<file path="src/rtl/edge_det_pkg.sv">
// Shared encodings for the multi-channel edge detector: channel FSM states and
// per-channel edge-mode selectors.
package edge_det_pkg;

  localparam logic [1:0] IDLE_LOW  = 2'd0;
  localparam logic [1:0] QUAL_HIGH = 2'd1;
  localparam logic [1:0] IDLE_HIGH = 2'd2;
  localparam logic [1:0] QUAL_LOW  = 2'd3;

  localparam logic [1:0] MODE_OFF  = 2'b00;
  localparam logic [1:0] MODE_RISE = 2'b01;
  localparam logic [1:0] MODE_FALL = 2'b10;
  localparam logic [1:0] MODE_BOTH = 2'b11;

endpackage

</file>
<file path="src/rtl/edge_det_channel.sv">
// One edge-detector channel: input synchroniser, glitch-qualification FSM,
// registered event pulse and sticky pending flag.
module edge_det_channel
  import edge_det_pkg::*;
#(
  parameter int unsigned SYNC_STAGES = 2,
  parameter int unsigned FILTER_LEN  = 4
) (
  input  logic       clk,
  input  logic       rst,
  input  logic       i_in,
  input  logic [1:0] i_mode,
  input  logic       i_clr,
  output logic       o_level,
  output logic       o_pulse,
  output logic       o_pending
);

  localparam int unsigned    CW       = $clog2(FILTER_LEN) + 1;
  localparam logic [CW-1:0]  CNT_LAST = CW'(FILTER_LEN - 1);

  logic [SYNC_STAGES-1:0] r_sync;
  logic [1:0]             r_state;
  logic [1:0]             w_state_nxt;
  logic [CW-1:0]          r_cnt;
  logic [CW-1:0]          w_cnt_nxt;
  logic                   r_level;
  logic                   r_pulse;
  logic                   r_pending;
  logic                   w_s;
  logic                   w_rise;
  logic                   w_fall;
  logic                   w_level_nxt;
  logic                   w_pulse_nxt;
  logic                   w_pending_nxt;

  assign w_s = r_sync[SYNC_STAGES-1];

  always_ff @(posedge clk) begin
    if (rst) begin
      r_sync    <= '0;
      r_state   <= IDLE_LOW;
      r_cnt     <= '0;
      r_level   <= 1'b0;
      r_pulse   <= 1'b0;
      r_pending <= 1'b0;
    end else begin
      r_sync    <= {r_sync[SYNC_STAGES-2:0], i_in};
      r_state   <= w_state_nxt;
      r_cnt     <= w_cnt_nxt;
      r_level   <= w_level_nxt;
      r_pulse   <= w_pulse_nxt;
      r_pending <= w_pending_nxt;
    end
  end

  // Qualification: a level change is accepted after FILTER_LEN identical samples.
  always_comb begin
    w_state_nxt = r_state;
    w_cnt_nxt   = r_cnt;
    w_rise      = 1'b0;
    w_fall      = 1'b0;
    case (r_state)
      IDLE_LOW: begin
        w_cnt_nxt = '0;
        if (w_s) begin
          if (FILTER_LEN == 1) begin
            w_state_nxt = IDLE_HIGH;
            w_rise      = 1'b1;
          end else begin
            w_state_nxt = QUAL_HIGH;
            w_cnt_nxt   = CW'(1);
          end
        end
      end
      QUAL_HIGH: begin
        if (!w_s) begin
          w_state_nxt = IDLE_LOW;
          w_cnt_nxt   = '0;
        end else if (r_cnt == CNT_LAST) begin
          w_state_nxt = IDLE_HIGH;
          w_cnt_nxt   = '0;
          w_rise      = 1'b1;
        end else begin
          w_cnt_nxt = r_cnt + CW'(1);
        end
      end
      IDLE_HIGH: begin
        w_cnt_nxt = '0;
        if (!w_s) begin
          if (FILTER_LEN == 1) begin
            w_state_nxt = IDLE_LOW;
            w_fall      = 1'b1;
          end else begin
            w_state_nxt = QUAL_LOW;
            w_cnt_nxt   = CW'(1);
          end
        end
      end
      default: begin
        if (w_s) begin
          w_state_nxt = IDLE_HIGH;
          w_cnt_nxt   = '0;
        end else if (r_cnt == CNT_LAST) begin
          w_state_nxt = IDLE_LOW;
          w_cnt_nxt   = '0;
          w_fall      = 1'b1;
        end else begin
          w_cnt_nxt = r_cnt + CW'(1);
        end
      end
    endcase
  end

  // Outputs follow the next state so level, pulse and pending move together.
  always_comb begin
    w_level_nxt   = (w_state_nxt == IDLE_HIGH) || (w_state_nxt == QUAL_LOW);
    w_pulse_nxt   = (w_rise && ((i_mode == MODE_RISE) || (i_mode == MODE_BOTH))) ||
                    (w_fall && ((i_mode == MODE_FALL) || (i_mode == MODE_BOTH)));
    w_pending_nxt = w_pulse_nxt || (r_pending && !i_clr);
  end

  assign o_level   = r_level;
  assign o_pulse   = r_pulse;
  assign o_pending = r_pending;

endmodule

</file>
<file path="src/rtl/edge_detector_array.sv">
// Multi-channel edge detector: independent debounced channels with per-channel
// edge mode, event pulses, sticky pending flags and a combined interrupt.
module edge_detector_array
  import edge_det_pkg::*;
#(
  parameter int unsigned CHANNELS    = 4,
  parameter int unsigned SYNC_STAGES = 2,
  parameter int unsigned FILTER_LEN  = 4
) (
  input  logic                  clk,
  input  logic                  rst,
  input  logic [CHANNELS-1:0]   in,
  input  logic [2*CHANNELS-1:0] mode,
  input  logic [CHANNELS-1:0]   clr,
  output logic [CHANNELS-1:0]   level,
  output logic [CHANNELS-1:0]   pulse,
  output logic [CHANNELS-1:0]   pending,
  output logic                  irq
);

  for (genvar g = 0; g < CHANNELS; g++) begin : g_ch
    edge_det_channel #(
      .SYNC_STAGES(SYNC_STAGES),
      .FILTER_LEN (FILTER_LEN)
    ) u_ch (
      .clk      (clk),
      .rst      (rst),
      .i_in     (in[g]),
      .i_mode   (mode[2*g+1:2*g]),
      .i_clr    (clr[g]),
      .o_level  (level[g]),
      .o_pulse  (pulse[g]),
      .o_pending(pending[g])
    );
  end

  // Interrupt tracks the pending flags within the same cycle.
  assign irq = |pending;

endmodule

</file>
<file path="config.mk">
export PLATFORM = sky130hd
export DESIGN_NAME = edge_detector_array
export DESIGN_NICKNAME = d
export VERILOG_FILES = /design/src/rtl/edge_det_pkg.sv /design/src/rtl/edge_det_channel.sv /design/src/rtl/edge_detector_array.sv
export SDC_FILE = /design/constraint.sdc
export NUM_CORES = 1
export LEC_CHECK = 0
export CORE_MARGIN = 1.5
export CORE_UTILIZATION = 43
export DETAILED_ROUTE_END_ITERATION = 8
export DONT_BUFFER_PORTS = 1
export GPL_TIMING_DRIVEN = 0
export PLACE_DENSITY = 0.67
export SETUP_SLACK_MARGIN = 0.05
export SLEW_MARGIN = 20
export SYNTH_ARGS = -nofsm -noshare
export SYNTH_HDL_FRONTEND = slang
export SYNTH_SLANG_ARGS = --single-unit
</file>
<file path="constraint.sdc">
create_clock -name clk -period 1.1 [get_ports clk]
set_input_delay 0.165 -clock clk [delete_from_list [all_inputs] [get_ports clk]]
set_output_delay 0.165 -clock clk [all_outputs]
set_load 0.01 [all_outputs]
</file>
==> results.txt, run 1 <==
Num CTS Buffers: 5
Sequential cells: 39
Setup TNS: -305 ps
Placed cell count: 182
Share of cells above drive strength 1: 39.8%
Top cells by count: 39 x dfxtp_1, 15 x nor2_1, 12 x buf_4, 12 x nand3b_1, 8 x nor2b_1
# port buffers: 0
Kind of cell adding the most delay to the critical path: simple AND/OR/NAND/NOR gates
Crit path buf inv count: 0
Max-cap violations: 0
Register share after synthesis: 53.4%
Comb/total area: 35.8%
Failing checks: negative setup slack
Sequential power share: 65.2%
Total overflow reported by the global router: 0
CP endpoint: irq
PnR worst setup slack: -298 ps
Mapped Area: 1460 um2
Repair and plain buffers: 30
Seq area share: 44.1%
Final Non-Filler Cells: 205
Top pwr grp: registers
Outcome: complete, but fails checks
Remaining routing DRC violations: 0
Postcts setup bufs: 8
MUX share of area: 2.74%
ANT nets after route: 0
Final setup vio count: 2
Drt pass-1 iters: 4
M3 GR Usage: 4.41%
CTS clock-pin slew for the worst setup and hold paths: 110 ps
Crit. End Element: output port
Routed wire length: 2650 um
Dominant comb cell: simple AND/OR/NAND/NOR gates
Log Warnings: 28
Global routing's busiest layer: met2
Clock Buffer Count: 5
CP startpoint: g_ch[0].u_ch.o_pending
CP max FO: 2
Pwr Total: 2.22 mW
Vias in the first global route: 1029
Crit path kind: reg -> out
Startpoint types: flip-flop
Vias per cell: 4.77
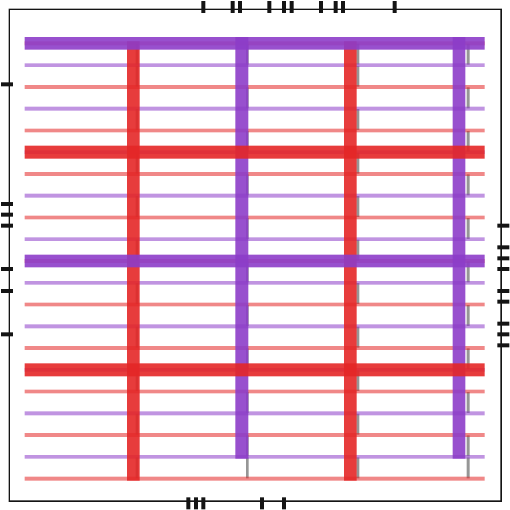
**Above:** run 1 (power grid).
Scale: 8 px per um. Pins as bars on the die edge. Tap cells in grey.
legend:
  VSS:
    colour: red
  VDD:
    colour: purple
met1 rails: 21
signal pins: 31
core box area: 3130 um2
Worst IR Drop VDD: 718 uV

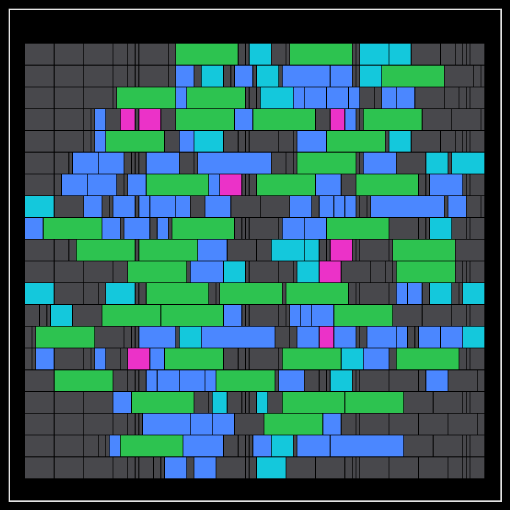
**Above:** run 1 (cells coloured by class).
Scale: 8 px per um. Fill, decap, tap and diode cells in grey.
legend:
  flops:
    colour: green
    cells: 39
    share_of_their_area: 45%
  other buffers and delay cells:
    colour: cyan
    cells: 30
    share_of_their_area: 14%
  clock drivers and dummy loads:
    colour: magenta
    cells: 8
    share_of_their_area: 3.0%
  all other logic:
    colour: blue
    cells: 84
    share_of_their_area: 38%

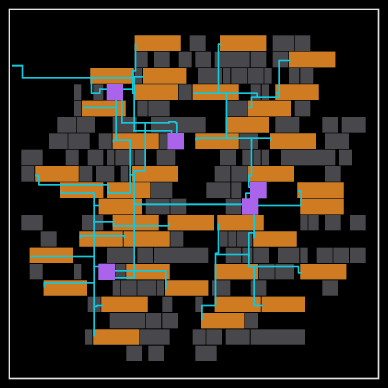
**Above:** run 1 (clock network drawn from the DEF).
Scale: 6 px per um.
legend:
  cells driving clock nets:
    colour: purple
    count: 5
  clock wires:
    colour: cyan
    length: 397 um
  flip-flops:
    colour: orange
    count: 39
routed clock nets: 6

==> inputs of run 2 (changes only) <==
- CORE_UTILIZATION: 43 -> 54
- CTS_CLUSTER_SIZE: not set -> 40
- MAX_ROUTING_LAYER: not set -> met4
- PLACE_DENSITY: 0.67 -> 0.79
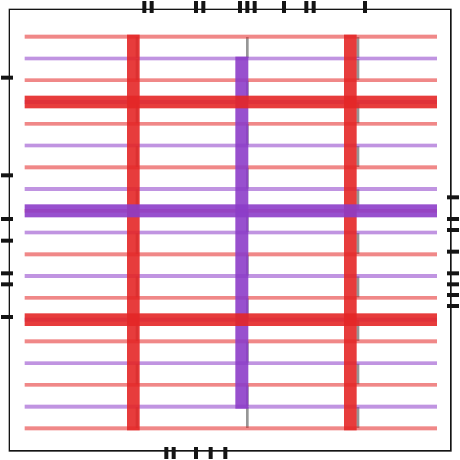
**Above:** run 2 (power grid).
Scale: 8 px per um. Pins as bars on the die edge. Tap cells in grey.
legend:
  VSS:
    colour: red
  VDD:
    colour: purple
signal pins: 31
tap cells: 30
rows: 18

==> results.txt, run 2 <==
Num CTS Buffers: 5 (unchanged)
Final setup vio count: 4 (+2)
Total overflow reported by the global router: 0 (unchanged)
Global routing's busiest layer: met2
Outcome: complete, but fails checks
Crit. End Element: output port
Sequential cells: 39 (unchanged)
CP max FO: 2 (unchanged)
Max-cap violations: 0 (unchanged)
Top cells by count: 39 x dfxtp_1, 15 x nor2_1, 12 x buf_4, 12 x nand3b_1, 8 x nor2b_1
Worst IR Drop VDD: 1120 uV (+56%)
Clock Buffer Count: 6 (+1)
Comb/total area: 34.7% (-1.1 points)
Top pwr grp: registers
Setup TNS: -407 ps (-103 ps)
Failing checks: negative setup slack
M3 GR Usage: 8.87% (+4.5 points)
ANT nets after route: 0 (unchanged)
Crit path kind: reg -> out
Postcts setup bufs: 8 (unchanged)
CTS clock-pin slew for the worst setup and hold paths: 110 ps (about the same)
Dominant comb cell: simple AND/OR/NAND/NOR gates
Share of cells above drive strength 1: 36.4% (-3.4 points)
Sequential power share: 64.7% (-0.5 points)
# port buffers: 0 (unchanged)
Seq area share: 43.7% (-0.36 points)
Pwr Total: 2.24 mW (+0.61%)
Drt pass-1 iters: 4 (unchanged)
PnR worst setup slack: -301 ps (-2.54 ps)
Vias in the first global route: 888 (-14%)
Power and IR drop assume default switching activity.
